**Run 1: clock wiring as the flow saved it**

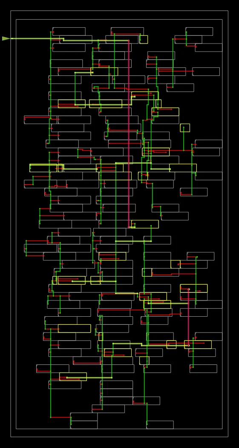
**Run 1: signal wires on met3**

Cells faint in the background.
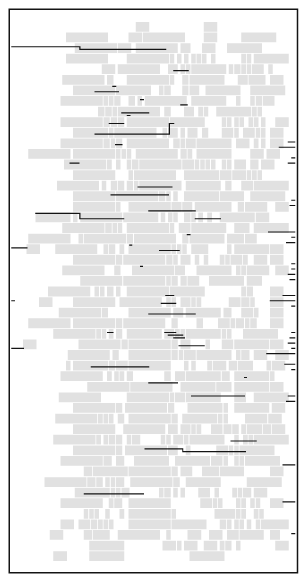
**Run 1: zoomed window**

Region (17, 52) to (57, 92) um. Cells in gray, sequential cells in the stronger gray; small squares are vias.
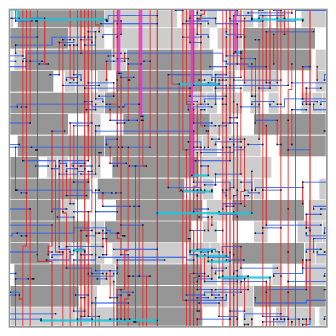
**Run 1: clock network drawn from the DEF**

Bar = 20 um.
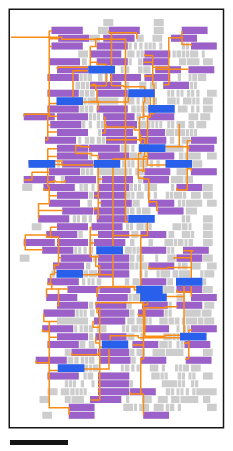
**src/rtl/audio_sample_fifo.sv**
```systemverilog
// audio_sample_fifo: rate-decoupling buffer between the IIR filter output and
// the PWM DAC. Both strobes are synchronized and edge-detected in the clk
// domain. A prefill state machine, hold-on-underflow and drop-on-overflow
// policies, and saturating error counters are included.
module audio_sample_fifo #(
  parameter int N          = 10,
  parameter int DEPTH_LOG2 = 3,
  parameter int CNT_W      = 8
) (
  input  logic                  clk,
  input  logic                  reset_n,
  input  logic [N-1:0]          sample_in,
  input  logic                  sample_valid,
  input  logic                  pwm_ready,
  output logic [N-1:0]          duty_out,
  output logic [DEPTH_LOG2:0]   level,
  output logic                  empty,
  output logic                  full,
  output logic                  running,
  output logic [CNT_W-1:0]      overflow_cnt,
  output logic [CNT_W-1:0]      underflow_cnt
);

  localparam int DEPTH = 1 << DEPTH_LOG2;
  localparam logic [DEPTH_LOG2:0] DEPTH_L = (DEPTH_LOG2 + 1)'(DEPTH);
  localparam logic [DEPTH_LOG2:0] HALF_L  = (DEPTH_LOG2 + 1)'(DEPTH / 2);
  localparam logic [N-1:0] DUTY_RST = {1'b1, {(N - 1){1'b0}}};

  typedef enum logic {FILL, RUN} state_t;

  state_t                state;
  state_t                state_next;
  logic [N-1:0]          mem [DEPTH];
  logic [DEPTH_LOG2-1:0] wr_ptr;
  logic [DEPTH_LOG2-1:0] rd_ptr;
  logic [DEPTH_LOG2:0]   level_next;

  logic sv_s1, sv_s2, sv_d;
  logic pr_s1, pr_s2, pr_d;
  logic push, pop;
  logic push_acc, pop_take, overflow_evt, underflow_evt;

  assign push    = sv_s2 & ~sv_d;
  assign pop     = pr_s2 & ~pr_d;
  assign empty   = (level == '0);
  assign full    = (level == DEPTH_L);
  assign running = (state == RUN);

  // Synchronize both strobes and register the previous level for edge detection.
  always_ff @(posedge clk or negedge reset_n) begin
    if (!reset_n) begin
      sv_s1 <= 1'b0;
      sv_s2 <= 1'b0;
      sv_d  <= 1'b0;
      pr_s1 <= 1'b0;
      pr_s2 <= 1'b0;
      pr_d  <= 1'b0;
    end else begin
      sv_s1 <= sample_valid;
      sv_s2 <= sv_s1;
      sv_d  <= sv_s2;
      pr_s1 <= pwm_ready;
      pr_s2 <= pr_s1;
      pr_d  <= pr_s2;
    end
  end

  // Decide which events take effect this cycle and the resulting occupancy/state.
  always_comb begin
    pop_take      = pop & running & ~empty;
    underflow_evt = pop & running & empty;
    // A pop at full frees a slot, so the simultaneous push still fits.
    push_acc      = push & (~full | pop_take);
    overflow_evt  = push & full & ~pop_take;
    level_next    = level;
    if (push_acc && !pop_take)
      level_next = level + 1'b1;
    else if (!push_acc && pop_take)
      level_next = level - 1'b1;
    state_next = state;
    case (state)
      FILL:    if (level_next >= HALF_L) state_next = RUN;
      RUN:     if (underflow_evt)        state_next = FILL;
      default: state_next = FILL;
    endcase
  end

  // Sample storage; contents are intentionally left unreset.
  always_ff @(posedge clk) begin
    if (push_acc) mem[wr_ptr] <= sample_in;
  end

  // Pointers, occupancy, state, output sample and saturating error counters.
  always_ff @(posedge clk or negedge reset_n) begin
    if (!reset_n) begin
      state         <= FILL;
      wr_ptr        <= '0;
      rd_ptr        <= '0;
      level         <= '0;
      duty_out      <= DUTY_RST;
      overflow_cnt  <= '0;
      underflow_cnt <= '0;
    end else begin
      state <= state_next;
      level <= level_next;
      if (push_acc) wr_ptr <= wr_ptr + 1'b1;
      if (pop_take) begin
        duty_out <= mem[rd_ptr];
        rd_ptr   <= rd_ptr + 1'b1;
      end
      if (overflow_evt && overflow_cnt != '1)
        overflow_cnt <= overflow_cnt + 1'b1;
      if (underflow_evt && underflow_cnt != '1)
        underflow_cnt <= underflow_cnt + 1'b1;
    end
  end

endmodule
```
**config.mk**
```make
export PLATFORM = sky130hd
export DESIGN_NAME = audio_sample_fifo
export DESIGN_NICKNAME = d
export VERILOG_FILES = /design/src/rtl/audio_sample_fifo.sv
export SDC_FILE = /design/constraint.sdc
export NUM_CORES = 1
export LEC_CHECK = 0
export ABC_AREA = 1
export CORE_ASPECT_RATIO = 2
export CORE_MARGIN = 1.5
export CORE_UTILIZATION = 52
export DETAILED_ROUTE_END_ITERATION = 10
export GPL_TIMING_DRIVEN = 0
export PLACE_DENSITY = 0.75
export SLEW_MARGIN = 40
export SYNTH_ARGS = -nofsm -noshare
export SYNTH_HDL_FRONTEND = slang
export SYNTH_SLANG_ARGS = --single-unit
```
**constraint.sdc**
```tcl
create_clock -name clk -period 2.8 [get_ports clk]
set_clock_uncertainty 0.1 [all_clocks]
set_input_delay 0.56 -clock clk [delete_from_list [all_inputs] [get_ports clk]]
set_output_delay 0.56 -clock clk [all_outputs]
set_load 0.01 [all_outputs]
```
==> ci_impl_report.md, run 1 <==
### Metrics collected by this job

| Metric | Value |
|---|---|
| Count of final max-slew check failures | `0` |
| Slew @ Worst Pin | `0.620 ns` |
| Synthesis Warnings | `0` |
| Total Neg Setup Slack | `0 ns` |
| Global routing usage on met2 | `roughly 44%` |
| First-pass GRT wire length | `17600 um` |
| Most common cell type on the critical path | `sky130_fd_sc_hd__inv_1` |
| Smallest hold slack | `about 0.26 ns` |
| Post-CTS Hold Buffers | `1` |
| Part of the power in combinational logic | `29.2%` |
| Xor+xnor area frac | `3.49%` |
| Cell type with the highest aggregate area in the netlist | `sky130_fd_sc_hd__edfxtp_1` |
| Number of enable-type register cells in the synthesized netlist | `80` |
| Detailed-router iteration count before antenna repair | `4` |
| Nets | `540` |
| Final Wtd Congestion | `0.850` |
| Number of buffers between clock root and the deepest sink | `2` |
| Crit-path slowest cell | `sky130_fd_sc_hd__clkdlybuf4s50_1` |
| Overall power of the completed layout | `between 6 and 7 mW` |
| Combined area of all synthesized cells | `5200 um2` |
| Count of endpoints failing setup in the final report | `0` |
| Post-detailed-route wirelength per cell | `around 16 um` |
| Period utilization | `94.9%` |
| Area after DPL | `5860 um2` |
| CTS H-Tree Depth | `4` |
| Top logic family | `simple AND/OR/NAND/NOR gates` |
| TritonCTS clock tree | `yes` |
| Peak ir drop on the vdd network | `614 uV` |
| Hold Path Depth | `0` |
| Final instance area | `between 6000 and 7000 um2` |
| Category of the most critical setup path | `reg2out` |
| Number of cells in the finished layout apart from fillers | `~670` |
| Startpoint of the lowest-slack hold path | `pr_s1$_DFF_PN0_` |
| Crit path arrival time | `2.00 ns` |
| Most common cell after layout, fill and taps aside | `sky130_fd_sc_hd__nand2_1` |
| Share of cell area taken by muxes after synthesis | `0%` |
| Maximum achievable frequency | `376 MHz` |
| Mean instance size in the synthesized netlist | `roughly 11 um2` |
| Syn_nets | `473` |
| Site Rows | `51` |
| Cell-by-cell trace of the critical path | `inv_1 -> ha_2 -> nand3_2 -> inv_1 -> clkdlybuf4s50_1` |
| Power per standard cell area | `1010 nW/um2` |
| Vias per cell | `approximately 5.2` |
| Yosys top cell by instances | `sky130_fd_sc_hd__nand2_1` |
| Area of the synthesized netlist per yosys stat | `5200 um2` |
| Crit end category | `primary output` |
| CP Data Required Time | `2.14 ns` |
| DP HPWL | `a little under 8000 um` |
| Startpoint kind of the worst setup timing path | `flop` |
| Delay of the slowest cell on the worst path | `0.52 ns` |
| Port Buffers | `46` |
| Worst hold path type | `reg2reg` |
| Top cell type's share of synthesized area | `46.2%` |
| GRT Resource Usage Total | `22.8%` |
| Max Cap Violations | `0` |
| Violation count after the first detailed-route iteration | `238` |
| Cts bufs inserted | `17` |
| Post-Synth AOI/OAI Area | `under 10%` |
| Cell count listed in synth_stat.txt | `around 450` |
| Max transition margin | `58.6%` |
| Chip Width | `73.7 um` |
| Launch instance of the worst register-to-register path | `level[0]$_DFF_PN0_` |
| Async set-or-reset flop fraction in the synthesized netlist | `35.0%` |
| Number of library cell types mapped by synthesis | `34` |
| Leakage power of the design | `roughly 2.6 nW` |
| Largest fanout of any net on the critical path | `5` |
| Clock root cell | `sky130_fd_sc_hd__clkbuf_16` |
| Core Region | `9700 um2` |
| Hold violation count in the final report | `0` |
| Most used routing layer | `met2` |
| Total clock sinks | `123` |
| Largest cells by area after synthesis | `sky130_fd_sc_hd__edfxtp_1 (46%), sky130_fd_sc_hd__dfrtp_1 (20%), sky130_fd_sc_hd__nand2_1 (6.0%), sky130_fd_sc_hd__nor2_1 (5.3%), sky130_fd_sc_hd__o21ai_0 (4.6%)` |
| Simple-Gate Fraction of Synth Area | `between 15 and 20%` |
| Shortest period the worst path allows | `2.66 ns` |
| Sequential cell area fraction in the yosys report | `roughly two thirds` |
| RSZ-0062 raised after global routing | `no` |
| Switching portion of total power | `33.4%` |
| Chip Area | `10600 um2` |
| Number of stages on the worst setup path | `5` |
| Number of instances resized during post-cts repair | `0` |
| Result of the run | `finished, final reports clean` |
| Worst path buffer plus inverter count | `3` |
| Via count of the first global-routing pass | `~3600` |
| Clock input transition at the sequential cells of the worst setup and hold paths | `0.06 ns` |
| Yosys reg bits | `123` |
| Top Ports | `47` |
| Leading cell types by count after synthesis | `sky130_fd_sc_hd__nand2_1 (83), sky130_fd_sc_hd__edfxtp_1 (80), sky130_fd_sc_hd__nor2_1 (74), sky130_fd_sc_hd__o21ai_0 (48), sky130_fd_sc_hd__dfrtp_1 (42)` |
| Final antenna diode count | `0` |
| Cell family contributing the most delay on the critical path | `buffers and inverters` |
| Initial antenna violation count | `0` |
| Tool warning count | `27` |
| Cells after DPL | `632` |
Back to the opening pictures, 'clock wiring as the flow saved it':
total number of sequential cells: 123
clk ins delay skew pair: 0.41 ns
# clk buffers: 19

Back to the opening pictures, 'signal wires on met3':
share of all routed wire: 3.2%
nets with wire on the layer: 47
main direction: horizontal
longest straight run: 22.1 um
vias after detailed routing: 3469
Final Routed Wirelength: 10900 um
global-route met3 utilization: 5.51%

Back to the opening pictures, 'zoomed window':
[M1] blue
[M2] red
[M3] cyan
[M4] magenta
sequential cells in the window: 31
most frequent: edfxtp_1 (24), nor2_1 (20), o21ai_0 (17)
netlist names of flops here include: mem (24), duty_out (3), underflow_cnt (3)
cells with their middle in the window: 113

Back to the opening pictures, 'clock network drawn from the DEF':
[flip-flops] purple | count: 123
[clock-net drivers] blue | count: 17
[clock wires] orange | length: 1470 um
routed clock nets: 18
clock network fraction of total power: 33.8%
clock group power: 2.20 mW

==> run 1: worst paths after layout <==
| check | end | slack, ns |
|---|---|---|
| worst max-delay path | full | 0.14 |
| worst min-delay path | pr_s2$_DFF_PN0_ | 0.26 |
| worst max register to register | mem[4][4]$_DFFE_PP_ | 0.46 |
| worst min register to register | pr_s2$_DFF_PN0_ | 0.26 |
| max in group asynchronous | duty_out[9]$_DFFE_PN1N_ | 1.78 |
| min in group asynchronous | sv_s1$_DFF_PN0_ | 0.54 |
==> run 1: power by group through the flow <==
stage,logic [mW],registers (mW),clock network [mW]
after floorplan,1.09,2.46,0
after global placement,1.78,2.44,0
after detailed placement,1.87,2.45,0
after CTS,1.90,2.41,2.21
after global routing,2.13,2.45,2.30
final,1.91,2.41,2.20
==> run 1: per-layer routing <==
metal	share of wire, %	wire, um	vias up
met2	60	6620	90
li1	-	-	1677
met1	34	3780	1689
met4	1.9	206	0
met3	3.2	347	13
met5	0	0	-
==> run 1: final cells by class <==
class / count / area (um2)
timing repair buffer: 48 / 488
buffer: 16 / 66.3
inverter: 25 / 98.8
multi-input combinational: 289 / 1580
fill: 689 / 3220
clock inverter: 13 / 168
sequential: 123 / 3480
tap: 132 / 165
clock buffer: 19 / 433
==> run 1: metrics by stage <==
step | util [%] | setup slack (ns)
finish | 66.8 | 0.143
global route | 66.8 | 0.0367
CTS | 66.7 | 0.0767
detailed placement | 60.4 | 0.211
global placement | 60.1 | -0.0836
floorplan | - | 0.582
==> run 1: state kept, by name (all words and copies together), names as in the netlist, 3 cells and up, named ones only <==
| name | count |
|---|---|
| wr_ptr | 3 |
| duty_out | 10 |
| level | 3 |
| overflow_cnt | 8 |
| rd_ptr | 3 |
| mem | 80 |
| underflow_cnt | 8 |
==> run 1 -> run 2 <==
CORE_UTILIZATION = 55   (was 52)
PLACE_DENSITY = 0.77   (was 0.75)
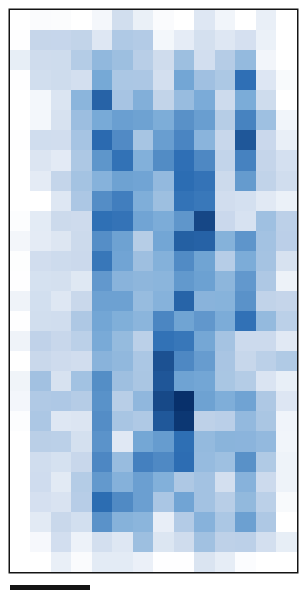
**Above:** run 2 (wire density map).
Bar = 20 um. 14 x 28 tiles, from white (low) to dark blue (high), scaled to the fullest tile. Values are wire area over tile area, all layers added.
mean over tiles: 0.17
fullest tile: 0.52
tiles over half the peak: 24%
Final Routed Wirelength: 11000 um
post-detailed-route wirelength per cell: 17.3 um
vias after detailed routing: 3495

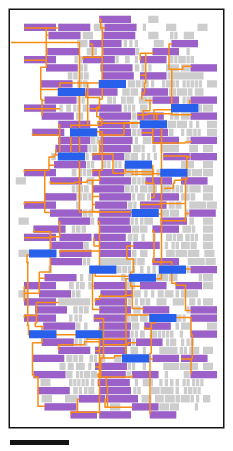
**Above:** run 2 (clock network drawn from the DEF).
Bar = 20 um.
[flip-flops] purple | count: 123
[clock-net drivers] blue | count: 17
[clock wires] orange | length: 1450 um
flops lie: widely spread
clock group power: 2.19 mW
clock network fraction of total power: 33.7%

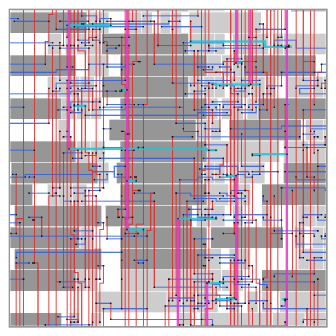
**Above:** run 2 (zoomed window).
Region (16, 50) to (56, 90) um. Cells in gray, sequential cells in the stronger gray; small squares are vias.
[M3] cyan
[M1] blue
[M2] red
[M4] magenta
most frequent: nor2_1 (23), edfxtp_1 (21), o21ai_0 (17)
sequential cells in the window: 28
netlist names of flops here include: mem (21), duty_out (3), underflow_cnt (3)
cells with their middle in the window: 117

==> ci_impl_report.md, run 2 <==
### Metrics collected by this job

| Metric | Value |
|---|---|
| Post-CTS Hold Buffers | `0 (-1)` |
| Cell-by-cell trace of the critical path | `inv_1 -> ha_2 -> nand3_2 -> inv_1 -> clkdlybuf4s50_1` |
| DP HPWL | `7780 um (-0.93%)` |
| RSZ-0062 raised after global routing | `no` |
| Crit path arrival time | `1.97 ns (-0.03 ns)` |
| Yosys reg bits | `123 (unchanged)` |
| Antenna Violating Nets Remaining | `0` |
| Most instantiated logic cells after routing | `sky130_fd_sc_hd__nand2_1 (83), sky130_fd_sc_hd__edfxtp_1 (80), sky130_fd_sc_hd__nor2_1 (67)` |
| Cts bufs inserted | `17 (unchanged)` |
| Overall power of the completed layout | `6.50 mW (-0.37%)` |
| Combined area of all synthesized cells | `5200 um2 (unchanged)` |
| Yosys top cell by instances | `sky130_fd_sc_hd__nand2_1` |
| Crit end category | `primary output` |
| Max transition margin | `42.9% (-16 points)` |
| Chip Width | `71.8 um (-2.7%)` |
| First-pass GRT wire length | `17300 um (-1.2%)` |
| Peak ir drop on the vdd network | `599 uV (-2.3%)` |
| Initial antenna violation count | `0 (unchanged)` |
| Nets | `538 (-0.37%)` |
| Violation count after the first detailed-route iteration | `154 (-35%)` |
| Count of final max-slew check failures | `0 (unchanged)` |
| Hold violation count in the final report | `0 (unchanged)` |
| Port Buffers | `46 (unchanged)` |
| Result of the run | `complete, but fails checks` |
| Part of the power in combinational logic | `29.1% (about the same)` |
| Cell type with the highest aggregate area in the netlist | `sky130_fd_sc_hd__edfxtp_1` |
| Delay of the slowest cell on the worst path | `0.52 ns (about the same)` |
| Cells after DPL | `603 (-4.6%)` |
| Post-CTS setup repair buffer count | `0` |
| Chip Area | `10100 um2 (-5.3%)` |
| Combinational group power | `1.89 mW (about the same)` |
| Detailed-router iteration count before antenna repair | `10 (+6)` |
| Maximum achievable frequency | `381 MHz (+1.2%)` |
| Leakage power of the design | `2.55 nW (-0.80%)` |
| Slew @ Worst Pin | `0.853 ns (+0.233 ns)` |
| Main flop type | `sky130_fd_sc_hd__edfxtp_1` |
| Area of the synthesized netlist per yosys stat | `5200 um2 (unchanged)` |
| Top cell type's share of synthesized area | `46.2% (unchanged)` |
| Clock root cell | `sky130_fd_sc_hd__clkbuf_16` |
| Switching portion of total power | `33.3% (-0.063 points)` |
| Failing checks | `design-rule violations` |
| Setup WS post-layout | `0.174 ns (+0.0307 ns)` |
| Switching power of the nets | `2.16 mW` |
| Startpoint kind of the worst setup timing path | `flop` |
| Vias per cell | `5.50 (+5.5%)` |
| Core Region | `9260 um2 (-4.5%)` |
| Syn_nets | `473 (unchanged)` |
| DRC viols | `3` |
| Synthesis Warnings | `0 (unchanged)` |
| Maximum number of pins on one net before global-route repair | `44` |
| Site Rows | `50 (-2.0%)` |
| Worst hold path type | `in2async` |
| Async set-or-reset flop fraction in the synthesized netlist | `35.0% (unchanged)` |
| Tool warning count | `27 (unchanged)` |
| Power per standard cell area | `1010 nW/um2 (+0.72%)` |
| Pre-CTS WS | `0.199 ns (-0.0118 ns)` |
| Number of instances resized during post-cts repair | `0 (unchanged)` |
| Largest cells by area after synthesis | `sky130_fd_sc_hd__edfxtp_1 (46%), sky130_fd_sc_hd__dfrtp_1 (20%), sky130_fd_sc_hd__nand2_1 (6.0%), sky130_fd_sc_hd__nor2_1 (5.3%), sky130_fd_sc_hd__o21ai_0 (4.6%)` |
| Via count of the first global-routing pass | `3621 (+1.0%)` |
| Max FFs per register | `80 (unchanged)` |
| Number of cells in the finished layout apart from fillers | `635 (-4.5%)` |
| Sequential cell area fraction in the yosys report | `66.9% (unchanged)` |
| Top register by number of flip-flops | `mem` |
| CTS H-Tree Depth | `4 (unchanged)` |
| Number of buffers between clock root and the deepest sink | `2 (unchanged)` |
| Dominant power group | `registers` |
| Most common cell type on the critical path | `sky130_fd_sc_hd__inv_1` |
| Max Cap Violations | `0 (unchanged)` |
| Clock input transition at the sequential cells of the worst setup and hold paths | `0.06 ns (about the same)` |
| Shortest period the worst path allows | `2.63 ns (-0.0307 ns)` |
| Top Registers | `mem (80), duty_out (10)` |
| Count of endpoints failing setup in the final report | `0 (unchanged)` |
| Cell count listed in synth_stat.txt | `453 (unchanged)` |
| Mean instance size in the synthesized netlist | `11.5 um2 (unchanged)` |
| Number of enable-type register cells in the synthesized netlist | `80 (unchanged)` |
| Category of the most critical setup path | `reg2out` |
| Launch instance of the worst register-to-register path | `level[0]$_DFF_PN0_` |
| Final Wtd Congestion | `0.869 (+2.2%)` |
| Final antenna diode count | `0 (unchanged)` |
| Share of the core filled by cells before placement | `56.2%` |
| Total clock sinks | `123 (unchanged)` |
| Seq group | `2.41 mW (about the same)` |
| Most common cell after layout, fill and taps aside | `sky130_fd_sc_hd__nand2_1` |
| Top Ports | `47 (unchanged)` |
| GRT Resource Usage Total | `23.5% (+0.64 points)` |
| Crit-path slowest cell | `sky130_fd_sc_hd__clkdlybuf4s50_1` |
| Largest fanout of any net on the critical path | `5 (unchanged)` |
| Period utilization | `93.8% (-1.1 points)` |
| CP Data Required Time | `2.14 ns (about the same)` |
| Leading cell types by count after synthesis | `sky130_fd_sc_hd__nand2_1 (83), sky130_fd_sc_hd__edfxtp_1 (80), sky130_fd_sc_hd__nor2_1 (74), sky130_fd_sc_hd__o21ai_0 (48), sky130_fd_sc_hd__dfrtp_1 (42)` |
| Clk ins delay skew pair | `0.41 ns (about the same)` |
| Number of library cell types mapped by synthesis | `34 (unchanged)` |
| TritonCTS clock tree | `yes` |
[run 2: area by class of cell]
type | count | area [um2]
buffer | 16 | 66.3
clock buffer | 17 | 425
clock inverter | 15 | 173
fill | 650 | 2850
inverter | 25 | 98.8
multi-input combinational | 289 | 1580
sequential | 123 | 3480
tap | 104 | 130
timing repair buffer | 46 | 458
[run 2: critical path: cells and delay by family (launching register included)]
| kind | cells | cell delay, ns |
|---|---|---|
| buffers and inverters | 3 | 0.73 |
| AND/OR/NAND/NOR | 1 | 0.15 |
| adder cells (fa/ha/maj) | 1 | 0.24 |
| flip-flops | 1 | 0.43 |
[run 2: cell families after synthesis]
| group | Yosys count | share of synthesized area [%] |
|---|---|---|
| compound gates | 76 | 8.42 |
| xor+xnor | 19 | 3.49 |
| fa+ha+maj | 6 | 1.44 |
| buf+inv | 41 | 3.18 |
| flops | 123 | 66.9 |
| simple gates | 188 | 16.6 |
[run 2: stage by stage]
stage	hold WS (ns)	TNS (ns)	util (%)	area, um2
after floorplan	0.164	0	-	5200
after global placement	0.246	-2.27	62.5	5790
after detailed placement	0.242	0	62.6	5800
after CTS	0.0465	0	69.1	6400
after global routing	0.0804	0	69.2	6410
final	0.0354	0	69.2	6410
[run 2: path summary, 6_finish.rpt]
kind,depth (start not counted),slack [ns],endpoint
setup reg to reg,6,0.31,mem[6][5]$_DFFE_PP_
hold / removal,1,0.04,level[3]$_DFF_PN0_
min in group clk,0,0.26,pr_s2$_DFF_PN0_
setup / recovery,5,0.17,full
hold reg to reg,0,0.26,pr_s2$_DFF_PN0_
max in group asynchronous,1,2.18,duty_out[9]$_DFFE_PN1N_
[run 2: per-layer routing]
layer  track usage [%]  share of wire [%]
met4              13.6                4.1
met5                 0                  0
met2              45.0                 59
met1              21.1                 34
met3              5.54                2.8
==> run 2 -> run 3 <==
SLEW_MARGIN = 10   (was 40)
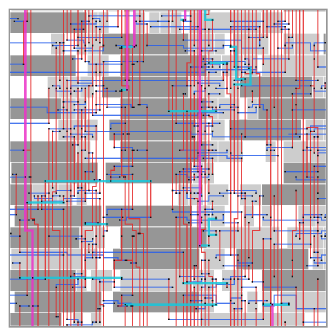
**Above:** run 3 (zoomed window).
Region (16, 50) to (56, 90) um. Cells in gray, sequential cells in the stronger gray; small squares are vias.
[M2] red
[M1] blue
[M3] cyan
[M4] magenta
most frequent: nor2_1 (21), edfxtp_1 (21), o21ai_0 (17)
sequential cells in the window: 28
netlist names of flops here include: mem (21), duty_out (3), underflow_cnt (3)
cells with their middle in the window: 114

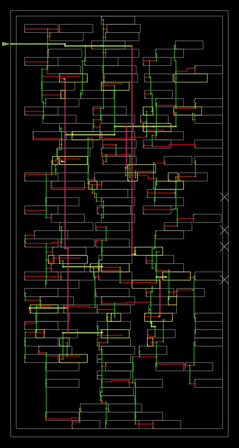
**Above:** run 3 (clock wiring as the flow saved it).
# clk buffers: 17
total clock sinks: 123
cts bufs inserted: 17

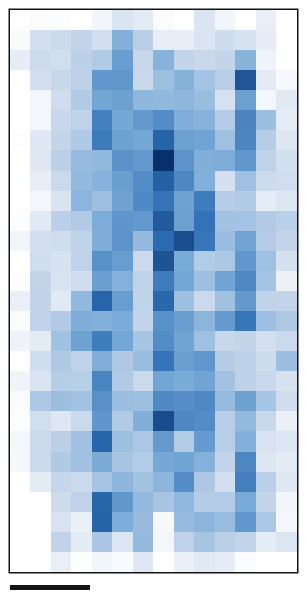
**Above:** run 3 (wire density map).
Bar = 20 um. 14 x 28 tiles, from white (low) to dark blue (high), scaled to the fullest tile. Values are wire area over tile area, all layers added.
nearly empty tiles: 8.7%
densest ninth of the die: center
mean over tiles: 0.17
tiles over half the peak: 24%
fullest tile: 0.51
vias after detailed routing: 3521
GRT Resource Usage Total: 23.6%
Final Routed Wirelength: 10900 um

==> ci_impl_report.md, run 3 <==
### Metrics collected by this job

| Metric | Value |
|---|---|
| Result of the run | `complete, but fails checks` |
| Failing checks | `design-rule violations` |
| Top Registers | `mem (80), duty_out (10)` |
| Leakage power of the design | `2.55 nW (-0.32%)` |
| Top Ports | `47 (unchanged)` |
| Tool warning count | `27 (unchanged)` |
| Yosys top cell by instances | `sky130_fd_sc_hd__nand2_1` |
| Worst path buffer plus inverter count | `3 (unchanged)` |
| Cell family contributing the most delay on the critical path | `buffers and inverters` |
| Smallest hold slack | `0.248 ns (+0.212 ns)` |
| Top cell type's share of synthesized area | `46.2% (unchanged)` |
| Post-Synth AOI/OAI Area | `8.42% (unchanged)` |
| Most common cell after layout, fill and taps aside | `sky130_fd_sc_hd__nand2_1` |
| Share of the core filled by cells before placement | `56.2% (unchanged)` |
| TritonCTS clock tree | `yes` |
| Site Rows | `50 (unchanged)` |
| Final standard cell utilization of the core | `68.8% (-0.39 points)` |
| MI comb area | `1560 um2 (-1.1%)` |
| Yosys reg bits | `123 (unchanged)` |
| Post-CTS setup repair buffer count | `0 (unchanged)` |
| Simple-Gate Fraction of Synth Area | `16.6% (unchanged)` |
| Category of the most critical setup path | `reg2out` |
| Max FFs per register | `80 (unchanged)` |
| Maximum number of pins on one net before global-route repair | `36 (-18%)` |
| Clk ins delay skew pair | `0.41 ns (about the same)` |
| Pre-CTS WS | `0.147 ns (-0.0516 ns)` |
| Antenna Violating Nets Remaining | `0 (unchanged)` |
| Vias per cell | `5.53 (+0.43%)` |
| Total Neg Setup Slack | `0 ns (unchanged)` |
| Nets | `540 (+0.37%)` |
| Area of the synthesized netlist per yosys stat | `5200 um2 (unchanged)` |
| Shortest period the worst path allows | `2.64 ns (+0.0119 ns)` |
| Number of cells in the finished layout apart from fillers | `637 (+0.31%)` |
| Yosys adder share | `1.44% (unchanged)` |
| Area after DPL | `5810 um2 (+0.13%)` |
| Maximum achievable frequency | `379 MHz (-0.45%)` |
| Share of cell area taken by muxes after synthesis | `0% (unchanged)` |
| Cell count listed in synth_stat.txt | `453 (unchanged)` |
| Final antenna diode count | `0 (unchanged)` |
| Port Buffers | `46 (unchanged)` |
| Violation count after the first detailed-route iteration | `156 (+1.3%)` |
| Number of enable-type register cells in the synthesized netlist | `80 (unchanged)` |
| First-pass GRT wire length | `17600 um (+1.3%)` |
| Crit-path slowest cell | `sky130_fd_sc_hd__clkdlybuf4s50_1` |
| Clock input transition at the sequential cells of the worst setup and hold paths | `0.06 ns (about the same)` |
| Power per standard cell area | `989 nW/um2 (-2.5%)` |
| Hold violation count in the final report | `0 (unchanged)` |
| Period utilization | `94.2% (+0.43 points)` |
| Max Cap Violations | `0 (unchanged)` |
| Syn_nets | `473 (unchanged)` |
| Cell type with the highest aggregate area in the netlist | `sky130_fd_sc_hd__edfxtp_1` |
| Number of instances resized during post-cts repair | `0 (unchanged)` |
| Part of the power in combinational logic | `29.9% (+0.8 points)` |
| Number of buffers between clock root and the deepest sink | `2 (unchanged)` |
| RSZ-0062 raised after global routing | `no` |
| Final Wtd Congestion | `0.869 (unchanged)` |
| Count of final max-slew check failures | `0 (unchanged)` |
| Cells after DPL | `604 (+0.17%)` |
| Top register by number of flip-flops | `mem` |
| Synthesis Warnings | `0 (unchanged)` |
| Crit path arrival time | `1.98 ns (about the same)` |
| Number of library cell types mapped by synthesis | `34 (unchanged)` |
| Final instance area | `6370 um2 (-0.57%)` |
| Delay of the slowest cell on the worst path | `0.53 ns (about the same)` |
| Via count of the first global-routing pass | `3636 (+0.41%)` |
| Cell-by-cell trace of the critical path | `inv_1 -> ha_2 -> nand3_2 -> inv_1 -> clkdlybuf4s50_1` |
| Xor+xnor area frac | `3.49% (unchanged)` |
| Clock network fraction of total power | `31.8% (-1.9 points)` |
| Setup WS post-layout | `0.162 ns (-0.0119 ns)` |
| DP HPWL | `7830 um (+0.57%)` |
| Main flop type | `sky130_fd_sc_hd__edfxtp_1` |
| Core Region | `9260 um2 (unchanged)` |
| Startpoint kind of the worst setup timing path | `flop` |
| Largest fanout of any net on the critical path | `5 (unchanged)` |
| Detailed-router iteration count before antenna repair | `7 (-3)` |
| Leading cell types by count after synthesis | `sky130_fd_sc_hd__nand2_1 (83), sky130_fd_sc_hd__edfxtp_1 (80), sky130_fd_sc_hd__nor2_1 (74), sky130_fd_sc_hd__o21ai_0 (48), sky130_fd_sc_hd__dfrtp_1 (42)` |
| Top logic family | `simple AND/OR/NAND/NOR gates` |
| Filler cells | `682 (+4.9%)` |
| Peak ir drop on the vdd network | `554 uV (-7.5%)` |
| Post-CTS Hold Buffers | `1 (+1)` |
| Most common cell type on the critical path | `sky130_fd_sc_hd__inv_1` |
| Post-detailed-route wirelength per cell | `17.2 um (-0.71%)` |
| Chip Width | `71.8 um (unchanged)` |
| Slew @ Worst Pin | `1.04 ns (+0.185 ns)` |
| Worst hold path type | `reg2reg` |
| Async set-or-reset flop fraction in the synthesized netlist | `35.0% (unchanged)` |
| Chip Area | `10100 um2 (unchanged)` |
| Most instantiated logic cells after routing | `sky130_fd_sc_hd__nand2_1 (83), sky130_fd_sc_hd__edfxtp_1 (80), sky130_fd_sc_hd__nor2_1 (74)` |
| Overall power of the completed layout | `6.30 mW (-3.0%)` |
| Mean instance size in the synthesized netlist | `11.5 um2 (unchanged)` |
| Max transition margin | `30.6% (-12 points)` |
| DRC viols | `4 (+1)` |
| Initial antenna violation count | `0 (unchanged)` |
| Largest cells by area after synthesis | `sky130_fd_sc_hd__edfxtp_1 (46%), sky130_fd_sc_hd__dfrtp_1 (20%), sky130_fd_sc_hd__nand2_1 (6.0%), sky130_fd_sc_hd__nor2_1 (5.3%), sky130_fd_sc_hd__o21ai_0 (4.6%)` |
| Sequential cell area fraction in the yosys report | `66.9% (unchanged)` |
| CP Data Required Time | `2.14 ns (about the same)` |
| Clock root cell | `sky130_fd_sc_hd__clkbuf_16` |
| Switching portion of total power | `34.1% (+0.78 points)` |
| Combined flip-flop and latch cell area | `3480 um2 (unchanged)` |
| Switching power of the nets | `2.15 mW (-0.79%)` |
| Count of endpoints failing setup in the final report | `0 (unchanged)` |
| CTS H-Tree Depth | `4 (unchanged)` |
| Combined area of all synthesized cells | `5200 um2 (unchanged)` |
-- run 3: cell count changes in the layout (fill, tap and decap cells not counted), moves of 2 or more --
cell	delta
sky130_fd_sc_hd__nor2_1	+7
sky130_fd_sc_hd__bufinv_16	-2
sky130_fd_sc_hd__clkinv_2	+2
sky130_fd_sc_hd__nor2_2	-7
-- run 3: power by group through the flow --
stage	clock, mW	sequential, mW	combinational (mW)
6_report	2.01	2.41	1.88
5_1_grt	2.11	2.45	2.08
4_1_cts	2.03	2.41	1.88
3_5_place_dp	0	2.44	1.86
3_3_place_gp	0	2.43	1.77
2_1_floorplan	0	2.46	1.09
-- run 3: routing by layer --
layer / routed length (um) / vias up / GRT usage [%]
li1: - / 1678 / -
met4: 298 / 0 / 12.9
met1: 3790 / 1723 / 22.7
met3: 333 / 20 / 5.11
met5: 0 / - / 0
met2: 6510 / 100 / 44.4
-- run 3: final timing paths --
check | to | slack, ns | cells past startpoint | start
setup / recovery | full | 0.16 | 5 | level[0]$_DFF_PN0_
hold / removal | pr_s2$_DFF_PN0_ | 0.25 | 0 | pr_s1$_DFF_PN0_
setup reg to reg | mem[4][7]$_DFFE_PP_ | 0.20 | 6 | level[0]$_DFF_PN0_
hold reg to reg | pr_s2$_DFF_PN0_ | 0.25 | 0 | pr_s1$_DFF_PN0_
max in group asynchronous | duty_out[9]$_DFFE_PN1N_ | 1.63 | 3 | reset_n
min in group asynchronous | wr_ptr[2]$_DFFE_PN0P_ | 0.45 | 2 | reset_n
-- run 3: layout make-up --
cell class | instances | area share, %
Sequential cell | 123 | 54.6
Timing Repair Buffer | 48 | 7.62
Tap cell | 104 | 2.04
Inverter | 25 | 1.55
Clock inverter | 15 | 1.98
Buffer | 16 | 1.04
Multi-Input combinational cell | 289 | 24.5
Clock buffer | 17 | 6.68
Power figures rest on the tool's default switching activity, not on a simulated workload.
